run_1/ff_map.png
Drawn at 2 px/µm.
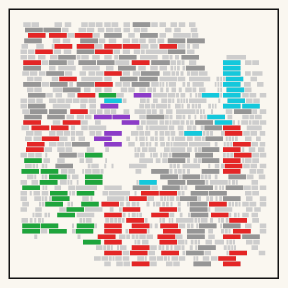
run_1/gates.png
Drawn at 2 px/µm.
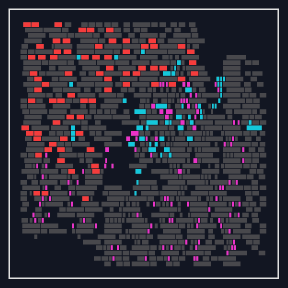
run_1/pinout.png
Drawn at 4 px/µm. Pins as bars across the die edge, other pins in grey.
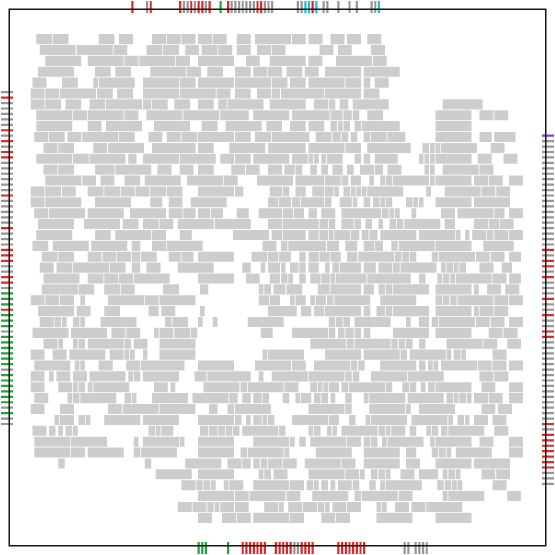
**src/rtl/dma_dec_pkg.sv**
```systemverilog
// Shared definitions for the DMA register write decoder: control-region
// offsets and the one-hot register select index helper.
// Optional read-back (macro DMA_REG_READBACK_EN) uses the same definitions.
package dma_dec_pkg;

  // Offsets of the control registers above the channel region
  localparam int OFS_CMD     = 0;
  localparam int OFS_REQ     = 1;
  localparam int OFS_SMASK   = 2;
  localparam int OFS_MODE    = 3;
  localparam int OFS_CLRBP   = 4;
  localparam int OFS_MCLR    = 5;
  localparam int OFS_CLRMASK = 6;
  localparam int OFS_ALLMASK = 7;

  // One-hot select index for an address, or -1 when the address decodes to nothing
  function automatic int oneHotIndex(input int addr, input int chNum);
    if (addr >= 0 && addr < 2 * chNum + 8) begin
      return addr;
    end
    return -1;
  endfunction

endpackage

```
**src/rtl/dma_strobe_edge.sv**
```systemverilog
// Registers a bus strobe qualifier and produces a one-cycle pulse on its
// rising edge, so a held strobe is accepted exactly once.
module dma_strobe_edge (
  input  logic clk,
  input  logic rst_n,
  input  logic qual_i,
  output logic pulse_o
);

  logic qual_q;

  // Remember last cycle's qualifier; reset clears it so a still-active strobe re-triggers
  always_ff @(posedge clk or negedge rst_n) begin
    if (!rst_n) begin
      qual_q <= 1'b0;
    end else begin
      qual_q <= qual_i;
    end
  end

  assign pulse_o = qual_i & ~qual_q;

endmodule

```
**src/rtl/dma_reg_write_decoder.sv**
```systemverilog
// DMA register write decoder: turns idle-cycle CPU I/O writes into a one-hot
// register select and holds the programmed channel and control registers.
// Multi-byte base registers are filled through a shared wrapping byte pointer.
// Optional read-back port is enabled with macro DMA_REG_READBACK_EN.
module dma_reg_write_decoder
  import dma_dec_pkg::*;
#(
  parameter int CH_NUM    = 4,
  parameter int REG_BYTES = 2,
  parameter int ADDR_W    = 4
) (
  input  logic                            clk,
  input  logic                            rst_n,
  input  logic                            cs_n,
  input  logic                            iow_n,
  input  logic                            hlda,
  input  logic [ADDR_W-1:0]               addr,
  input  logic [7:0]                      db_in,
`ifdef DMA_REG_READBACK_EN
  input  logic                            ior_n,
  output logic [7:0]                      db_out,
  output logic                            db_oe,
`endif
  output logic [2*CH_NUM+7:0]             wr_sel,
  output logic [CH_NUM*REG_BYTES*8-1:0]   base_addr,
  output logic [CH_NUM*REG_BYTES*8-1:0]   base_cnt,
  output logic [7:0]                      command_reg,
  output logic [CH_NUM*6-1:0]             mode_reg,
  output logic [CH_NUM-1:0]               mask_reg,
  output logic [CH_NUM-1:0]               req_reg,
  output logic [$clog2(REG_BYTES)-1:0]    byte_ptr,
  output logic                            mclr_pulse
);

  localparam int SEL_W = 2 * CH_NUM + 8;
  localparam int REG_W = REG_BYTES * 8;
  localparam int BP_W  = $clog2(REG_BYTES);

  logic                             wq;
  logic                             wrPulse;
  int                               addrInt;
  int                               chField;
  logic [CH_NUM-1:0][REG_W-1:0]     baseAddr_q, baseAddr_d;
  logic [CH_NUM-1:0][REG_W-1:0]     baseCnt_q, baseCnt_d;
  logic [7:0]                       command_q, command_d;
  logic [CH_NUM-1:0][5:0]           mode_q, mode_d;
  logic [CH_NUM-1:0]                mask_q, mask_d;
  logic [CH_NUM-1:0]                req_q, req_d;
  logic [BP_W-1:0]                  bytePtr_q, bytePtr_d, bytePtrNext;
  logic [SEL_W-1:0]                 wrSel_q, wrSel_d;
  logic                             mclr_q, mclr_d;

  assign wq = ~cs_n & ~iow_n & ~hlda;

  dma_strobe_edge uWrEdge (
    .clk     (clk),
    .rst_n   (rst_n),
    .qual_i  (wq),
    .pulse_o (wrPulse)
  );

`ifdef DMA_REG_READBACK_EN
  logic       rdQual;
  logic       rdPulse;
  logic [7:0] dbOut_q, dbOut_d;
  logic       dbOe_q;

  assign rdQual = ~cs_n & ~ior_n & ~hlda;

  dma_strobe_edge uRdEdge (
    .clk     (clk),
    .rst_n   (rst_n),
    .qual_i  (rdQual),
    .pulse_o (rdPulse)
  );

  assign db_out = dbOut_q;
  assign db_oe  = dbOe_q;
`endif

  assign bytePtrNext = (bytePtr_q == BP_W'(REG_BYTES - 1)) ? '0 : bytePtr_q + BP_W'(1);

  // Decode an accepted access and compute the next register contents
  always_comb begin
    baseAddr_d = baseAddr_q;
    baseCnt_d  = baseCnt_q;
    command_d  = command_q;
    mode_d     = mode_q;
    mask_d     = mask_q;
    req_d      = req_q;
    bytePtr_d  = bytePtr_q;
    wrSel_d    = '0;
    mclr_d     = 1'b0;
    addrInt    = int'(addr);
    chField    = int'(db_in[1:0]);
`ifdef DMA_REG_READBACK_EN
    dbOut_d    = dbOut_q;
`endif
    if (wrPulse) begin
      for (int i = 0; i < SEL_W; i++) begin
        if (oneHotIndex(addrInt, CH_NUM) == i) wrSel_d[i] = 1'b1;
      end
      if (addrInt < 2 * CH_NUM) begin
        for (int c = 0; c < CH_NUM; c++) begin
          for (int b = 0; b < REG_BYTES; b++) begin
            if (addrInt / 2 == c && int'(bytePtr_q) == b) begin
              if (addr[0]) baseCnt_d[c][b*8 +: 8] = db_in;
              else         baseAddr_d[c][b*8 +: 8] = db_in;
            end
          end
        end
        bytePtr_d = bytePtrNext;
      end else begin
        case (addrInt - 2 * CH_NUM)
          OFS_CMD: command_d = db_in;
          OFS_REQ: begin
            for (int c = 0; c < CH_NUM; c++) begin
              if (chField == c) req_d[c] = db_in[2];
            end
          end
          OFS_SMASK: begin
            for (int c = 0; c < CH_NUM; c++) begin
              if (chField == c) mask_d[c] = db_in[2];
            end
          end
          OFS_MODE: begin
            for (int c = 0; c < CH_NUM; c++) begin
              if (chField == c) mode_d[c] = db_in[7:2];
            end
          end
          OFS_CLRBP: bytePtr_d = '0;
          OFS_MCLR: begin
            baseAddr_d = '0;
            baseCnt_d  = '0;
            command_d  = '0;
            mode_d     = '0;
            mask_d     = '1;
            req_d      = '0;
            bytePtr_d  = '0;
            mclr_d     = 1'b1;
          end
          OFS_CLRMASK: mask_d = '0;
          OFS_ALLMASK: mask_d = db_in[CH_NUM-1:0];
          default: ;
        endcase
      end
    end
`ifdef DMA_REG_READBACK_EN
    else if (rdPulse) begin
      if (addrInt < 2 * CH_NUM) begin
        for (int c = 0; c < CH_NUM; c++) begin
          for (int b = 0; b < REG_BYTES; b++) begin
            if (addrInt / 2 == c && int'(bytePtr_q) == b) begin
              if (addr[0]) dbOut_d = baseCnt_q[c][b*8 +: 8];
              else         dbOut_d = baseAddr_q[c][b*8 +: 8];
            end
          end
        end
        bytePtr_d = bytePtrNext;
      end else begin
        dbOut_d = command_q;
      end
    end
`endif
  end

  // Register file, byte pointer and one-cycle select/clear pulses
  always_ff @(posedge clk or negedge rst_n) begin
    if (!rst_n) begin
      baseAddr_q <= '0;
      baseCnt_q  <= '0;
      command_q  <= '0;
      mode_q     <= '0;
      mask_q     <= '1;
      req_q      <= '0;
      bytePtr_q  <= '0;
      wrSel_q    <= '0;
      mclr_q     <= 1'b0;
    end else begin
      baseAddr_q <= baseAddr_d;
      baseCnt_q  <= baseCnt_d;
      command_q  <= command_d;
      mode_q     <= mode_d;
      mask_q     <= mask_d;
      req_q      <= req_d;
      bytePtr_q  <= bytePtr_d;
      wrSel_q    <= wrSel_d;
      mclr_q     <= mclr_d;
    end
  end

`ifdef DMA_REG_READBACK_EN
  // Read data and output enable, both one cycle behind the read qualifier
  always_ff @(posedge clk or negedge rst_n) begin
    if (!rst_n) begin
      dbOut_q <= '0;
      dbOe_q  <= 1'b0;
    end else begin
      dbOut_q <= dbOut_d;
      dbOe_q  <= rdQual;
    end
  end
`endif

  assign wr_sel      = wrSel_q;
  assign base_addr   = baseAddr_q;
  assign base_cnt    = baseCnt_q;
  assign command_reg = command_q;
  assign mode_reg    = mode_q;
  assign mask_reg    = mask_q;
  assign req_reg     = req_q;
  assign byte_ptr    = bytePtr_q;
  assign mclr_pulse  = mclr_q;

endmodule
```
**config.mk**
```make
export PLATFORM = sky130hd
export DESIGN_NAME = dma_reg_write_decoder
export DESIGN_NICKNAME = d
export VERILOG_FILES = /design/src/rtl/dma_dec_pkg.sv /design/src/rtl/dma_strobe_edge.sv /design/src/rtl/dma_reg_write_decoder.sv
export SDC_FILE = /design/constraint.sdc
export NUM_CORES = 1
export LEC_CHECK = 0
export CORE_MARGIN = 5
export CORE_UTILIZATION = 48
export CTS_CLUSTER_SIZE = 16
export DETAILED_ROUTE_END_ITERATION = 8
export GPL_TIMING_DRIVEN = 0
export MAX_ROUTING_LAYER = met4
export PLACE_DENSITY = 0.8
export SLEW_MARGIN = 20
export SYNTH_ARGS = -nofsm -noshare
export SYNTH_HDL_FRONTEND = slang
export SYNTH_SLANG_ARGS = --single-unit
```
**constraint.sdc**
```tcl
create_clock -name clk -period 2.3 [get_ports clk]
set_clock_uncertainty 0.1 [all_clocks]
set_input_delay 0.575 -clock clk [delete_from_list [all_inputs] [get_ports clk]]
set_output_delay 0.575 -clock clk [all_outputs]
set_load 0.005 [all_outputs]
```
==> flow_summary.toml, run 1 <==
# flow metrics
[pwr]
seq-power_w = 0.00393
p_leak_nw = 4.75
intPower_w = 0.00673
combinationalPowerShare_pct = 17.9
switching_share_pct = 24.5
powerClk_w = 0.00338
p_comb_w = 0.00160
power_leader = "sequential cells"
p_clk_share_pct = 37.9
cellPowerDensity_nw_per_um2 = 835

[worst_setup_path]
path_class = "in2reg"
rrSetupSlack_ps = 180
required_ps = 2510
cp_data_arrival_time_ps = 2540
rr_worst_depth = 6
critPathLaunchType = "input port"

[timing]
fmax_ghz = 0.429
setup_viol = 8
fin_hold_ws_ps = 39.7
max-slew-margin-rel_pct = 55.8
tightest_slew_ps = 663
finalMaxSlewViolations = 0
finalWorstSetupSlack_ps = -29.1
period_needed_ps = 2330

[synth]
synthDominantCellAreaShare_pct = 62.3
top_cell = "dfrtp_1"
fp_nets = 638
ys_area_um2 = 7350
largest_area_cell = "dfrtp_1"
seq_area_frac_synth_pct = 63.7
yosysWarnings = 0
ys_dominant_reg_cell = "dfrtp_1"
netlist_top_cells_area = "dfrtp_1 62%, mux2_2 10%, o21ai_0 7.0%, nand2_1 4.6%, dfstp_2 1.4%"
common_cells = "183 x dfrtp_1, 103 x o21ai_0, 91 x nand2_1"
edf_count = 0
async_reset_ff_share_pct = 100
netlist_instances = 621
synth_cell_types = 42
ys_cells = 621
syn_area_per_cell_um2 = 11.8

[cts]
clk_pin_slew_ps = 70
cts_root_buf = "clkbuf_16"
htree_levels = 4
cts.sinks = 187
tritoncts = "done"

[floorplanning]
dieArea_um2 = 17900
die_y_um = 134
io_pins = 203
initial_utilization_pct = 48.7
num_rows = 45
fp.coreArea_um2 = 15100
fp.dieW_um = 134

[detailed_routing]
drc = 0
drtAntennaViolNets = 0
wl_per_cell_um = 21.2
post_drt_via_cell_ratio = 5.68
drtIter0Drc = 530
wl_mm = 22.5
drt_first_pass_iters = 5

[layout]
num-nets-final = 877
final_cell_mix = "197 x clkdlybuf4s50_1, 183 x dfrtp_1, 103 x o21ai_0, 87 x nand2_1, 65 x mux2_2"
antennaDiodeCount = 0
area_delta_synth_final_pct = 45.1
n_fill_cell = 1042
finalInstanceArea_um2 = 10700
final_layout_top_logic_cell = "clkdlybuf4s50_1"
layout-drive-gt1-share_pct = 19.5

[flow_run]
cap_violations = 0
warning_count = 27

[outcome]
outcome = "finished, violations left"
violations = "setup timing"

[worst_hold_path]
min-delay-path-class = "in2async"

[placement]
place_ws_ps = -984
dp_hpwl_mm = 15.6
io_buffers = 201

[global_routing]
first_global_vias = 6335
grt_overflow = 0
antenna_found_initial = 0
-- ff_map.png (at the start) --
colour	name in the netlist	flops
green	mode_reg	24
red	base_cnt	64
cyan	wr_sel	16
purple	command_reg	8
not coloured	75

-- gates.png (at the start) --
colour	family	cells	most used
red	mux cells	73	mux2_2
cyan	nor cells	53	nor2_1
magenta	nand cells	103	nand2_1

-- pinout.png (at the start) --
colour	port	pins	direction	edge
red	base_cnt	64	output	24 south, 16 east, 13 west, 11 north
purple	rst_n	1	input	east
green	mode_reg	24	output	19 west, 4 south, 1 north
cyan	mask_reg	4	output	north
all pins by edge	65 east, 62 west, 40 north, 36 south

==> run 1: logic make-up after synthesis <==
group / synth area share, %
mux: 11.1
xor+xnor: 0.119
flops: 63.7
compound gates: 11.9
simple gates: 10.9
buf+inv: 2.25
==> run 1: cell type report <==
cell class / count / area, µm² / area share (%)
Sequential cell: 187 / 4680 / 43.9
Tap cell: 188 / 235 / 2.21
Buffer: 32 / 169 / 1.58
Timing Repair Buffer: 221 / 2220 / 20.8
Inverter: 8 / 30.0 / 0.282
Multi-Input combinational cell: 393 / 2640 / 24.8
Clock inverter: 12 / 229 / 2.15
Clock buffer: 20 / 457 / 4.28
==> run 1: worst max-delay path, cell delays in order <==
cell             delay [ps]
clkdlybuf4s50_1         540
clkbuf_4                260
nor2_1                  270
a21oi_1                 160
nor3_4                  220
buf_12                  170
mux2_2                  340
==> run 1: metal layers <==
| metal | track usage [%] | up-vias | part of all wire, % |
|---|---|---|---|
| met5 | - | - | 0 |
| met4 | 7.83 | 0 | 2.0 |
| met3 | 9.25 | 53 | 11 |
| met2 | 40.3 | 345 | 47 |
| li1 | - | 2657 | - |
| met1 | 33.2 | 2971 | 41 |
==> run 1: worst max path at each step <==
stage / startpoint / end / slack, ps / depth (start not counted)
after floorplan: iow_n / base_addr[0] / 40 / 4
after global placement: rst_n / mode_reg[14] / -6390 / 1
after detailed placement: iow_n / mode_reg[18] / -980 / 6
after CTS: addr[3] / base_addr[52] / -90 / 6
after global routing: addr[2] / base_addr[5] / -30 / 7
final: addr[2] / base_addr[6] / -30 / 7
==> run 1: repair_timing <==
item / 4_1_cts / 5_1_grt
endpoints found under the setup margin: 166 / 144
pin swaps: 9 / 3
resized: 31 / 32
hold buffers: 0 / 0
endpoints found under the hold margin: 0 / 0
setup buffers: 14 / 5
## Run 2: what changed since run 1
--- a/config.mk
+++ b/config.mk
@@ -9,6 +9,7 @@
 export CORE_UTILIZATION = 48
 export CTS_CLUSTER_SIZE = 16
 export DETAILED_ROUTE_END_ITERATION = 8
+export GPL_ROUTABILITY_DRIVEN = 0
 export GPL_TIMING_DRIVEN = 0
 export MAX_ROUTING_LAYER = met4
 export PLACE_DENSITY = 0.8
run_2/pinout.png
Drawn at 4 px/µm. Pins as bars across the die edge, other pins in grey.
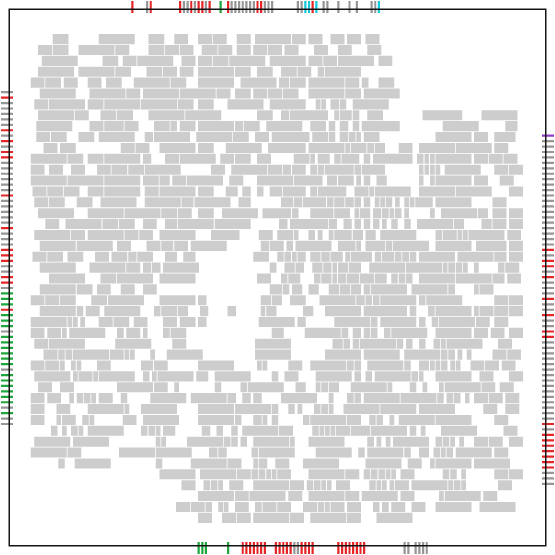
colour	port	pins	direction	edge
purple	rst_n	1	input	east
red	base_cnt	64	output	24 south, 16 east, 13 west, 11 north
green	mode_reg	24	output	19 west, 4 south, 1 north
cyan	mask_reg	4	output	north

run_2/ff_map.png
Drawn at 2 px/µm.
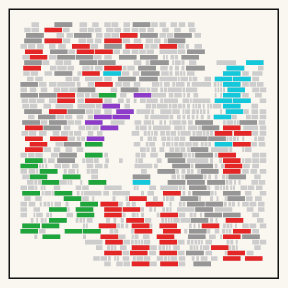
colour	name in the netlist	flops
cyan	wr_sel	16
green	mode_reg	24
red	base_cnt	64
purple	command_reg	8
not coloured	75

==> flow_summary.toml, run 2 <==
# flow metrics
[cts]
cts.sinks = 187
clk_pin_slew_ps = 70
htree_levels = 4
tritoncts = "done"
cts_root_buf = "clkbuf_16"

[floorplanning]
num_rows = 45
fp.coreArea_um2 = 15100
dieArea_um2 = 17900
initial_utilization_pct = 48.7
io_pins = 203
die_y_um = 134
fp.dieW_um = 134

[worst_setup_path]
cp-end-kind = "register"
critPathLaunchType = "input port"
rrSetupSlack_ps = 170
path_class = "in2reg"
cp_slowest_stage_delay_ps = 480
cp.depth = 6
cp_cell_sequence = "clkdlybuf4s50_1, clkbuf_2, and4b_2, a31oi_2, nand2b_1, o21ai_0"
cp_data_arrival_time_ps = 2430
crit_buf_inv = 2
crit_family = "buffers and inverters"
endpoint = "base_addr[23]"
critPathLaunch = "addr[3]"
rr_worst_depth = 5
cp_slowest_cell = "clkdlybuf4s50_1"
required_ps = 2490

[synth]
top_cell = "dfrtp_1"
largest_area_cell = "dfrtp_1"
edf_count = 0
ys_area_um2 = 7350
seq_area_frac_synth_pct = 63.7
syn_area_per_cell_um2 = 11.8
synth_cell_types = 42
ys_cells = 621
synthDominantCellAreaShare_pct = 62.3
fp_nets = 638
netlist_instances = 621
async_reset_ff_share_pct = 100
ys_dominant_reg_cell = "dfrtp_1"
common_cells = "183 x dfrtp_1, 103 x o21ai_0, 91 x nand2_1"
yosysWarnings = 0
netlist_top_cells_area = "dfrtp_1 62%, mux2_2 10%, o21ai_0 7.0%, nand2_1 4.6%, dfstp_2 1.4%"

[detailed_routing]
drtAntennaViolNets = 0
drc = 0
wl_mm = 22.6
drt_first_pass_iters = 5
post_drt_via_cell_ratio = 5.68
wl_per_cell_um = 21.4
routed-via-count = 5994
drtIter0Drc = 461

[timing]
setup_viol = 0
finalMaxSlewViolations = 0
tightest_slew_ps = 735
fmax_ghz = 0.446
fin_hold_ws_ps = 35.3
period_needed_ps = 2240
max-slew-margin-rel_pct = 50.9

[worst_hold_path]
min-delay-path-class = "in2async"

[placement]
io_buffers = 201
dp_hpwl_mm = 15.8

[global_routing]
first_global_vias = 6288
grt_use_total_pct = 26.4
grt_overflow = 0
antenna_found_initial = 0

[layout]
area_delta_synth_final_pct = 43.3
layout-drive-gt1-share_pct = 19.5
final_layout_top_logic_cell = "clkdlybuf4s50_1"
final_util_pct = 69.8
antennaDiodeCount = 0
final_cell_mix = "196 x clkdlybuf4s50_1, 183 x dfrtp_1, 102 x o21ai_0, 82 x nand2_1, 65 x mux2_2"
num-nets-final = 872

[pwr]
intPower_w = 0.00616
p_leak_nw = 4.68
switching_share_pct = 26.1
cellPowerDensity_nw_per_um2 = 792
combinationalPowerShare_pct = 19.2
p_clk_share_pct = 33.7

[outcome]
outcome = "finished clean"

[flow_run]
warning_count = 26
cap_violations = 0
-- run 2: cell counts after synthesis --
No cell type changed its count.
-- run 2: metal layers --
layer	vias up	GRT usage [%]	share of wire, %
met1	3041	34.0	41
met5	-	-	0
met3	29	9.33	9.4
met4	0	6.23	1.5
li1	2628	-	-
met2	296	40.5	48
-- run 2: layout make-up --
cell class              instances  area (µm²)
plain buffers                  32         171
multi-input cells             393        2640
well taps                     188         235
flip-flops and latches        187        4680
clock inverters                12         111
fillers                      1046        4560
clock buffers                  19         453
inverters                       8        30.0
repair buffers                216        2210
-- run 2: timing repair --
| item | 4_1_cts | 5_1_grt |
|---|---|---|
| endpoints found under the setup margin | 169 | 136 |
| gates resized | 38 | 29 |
| hold buffers | 0 | 0 |
| setup buffers | 11 | 3 |
| pin swaps | 11 | 2 |
-- run 2: logic make-up after synthesis --
| kind of cell | share of synthesized area, % |
|---|---|
| xor gates and xnor gates | 0.119 |
| AOI/OAI and AO/OA | 11.9 |
| buffers and inverters | 2.25 |
| muxes | 11.1 |
| DFF | 63.7 |
| and+or+nand+nor | 10.9 |
-- run 2: power groups by stage --
stage / combinational (W) / clock (W) / sequential [W]
after floorplan: 0.000453 / 0 / 0.00397
after global placement: 0.00150 / 0 / 0.00396
after detailed placement: 0.00156 / 0 / 0.00398
after CTS: 0.00160 / 0.00283 / 0.00393
after global routing: 0.00172 / 0.00301 / 0.00397
final: 0.00160 / 0.00281 / 0.00393
-- run 2: through the flow --
step | instance area (µm²) | setup TNS (ps) | setup slack (ps)
5_1_grt | 10500 | 0 | 11.7
2_1_floorplan | 7350 | 0 | 42.1
3_3_place_gp | 9600 | -1297510 | -6400
6_report | 10500 | 0 | 55.7
4_1_cts | 10500 | 0 | 3.56
3_5_place_dp | 9630 | -123280 | -972
No activity file was given, so power comes from the tool's default toggle rates.
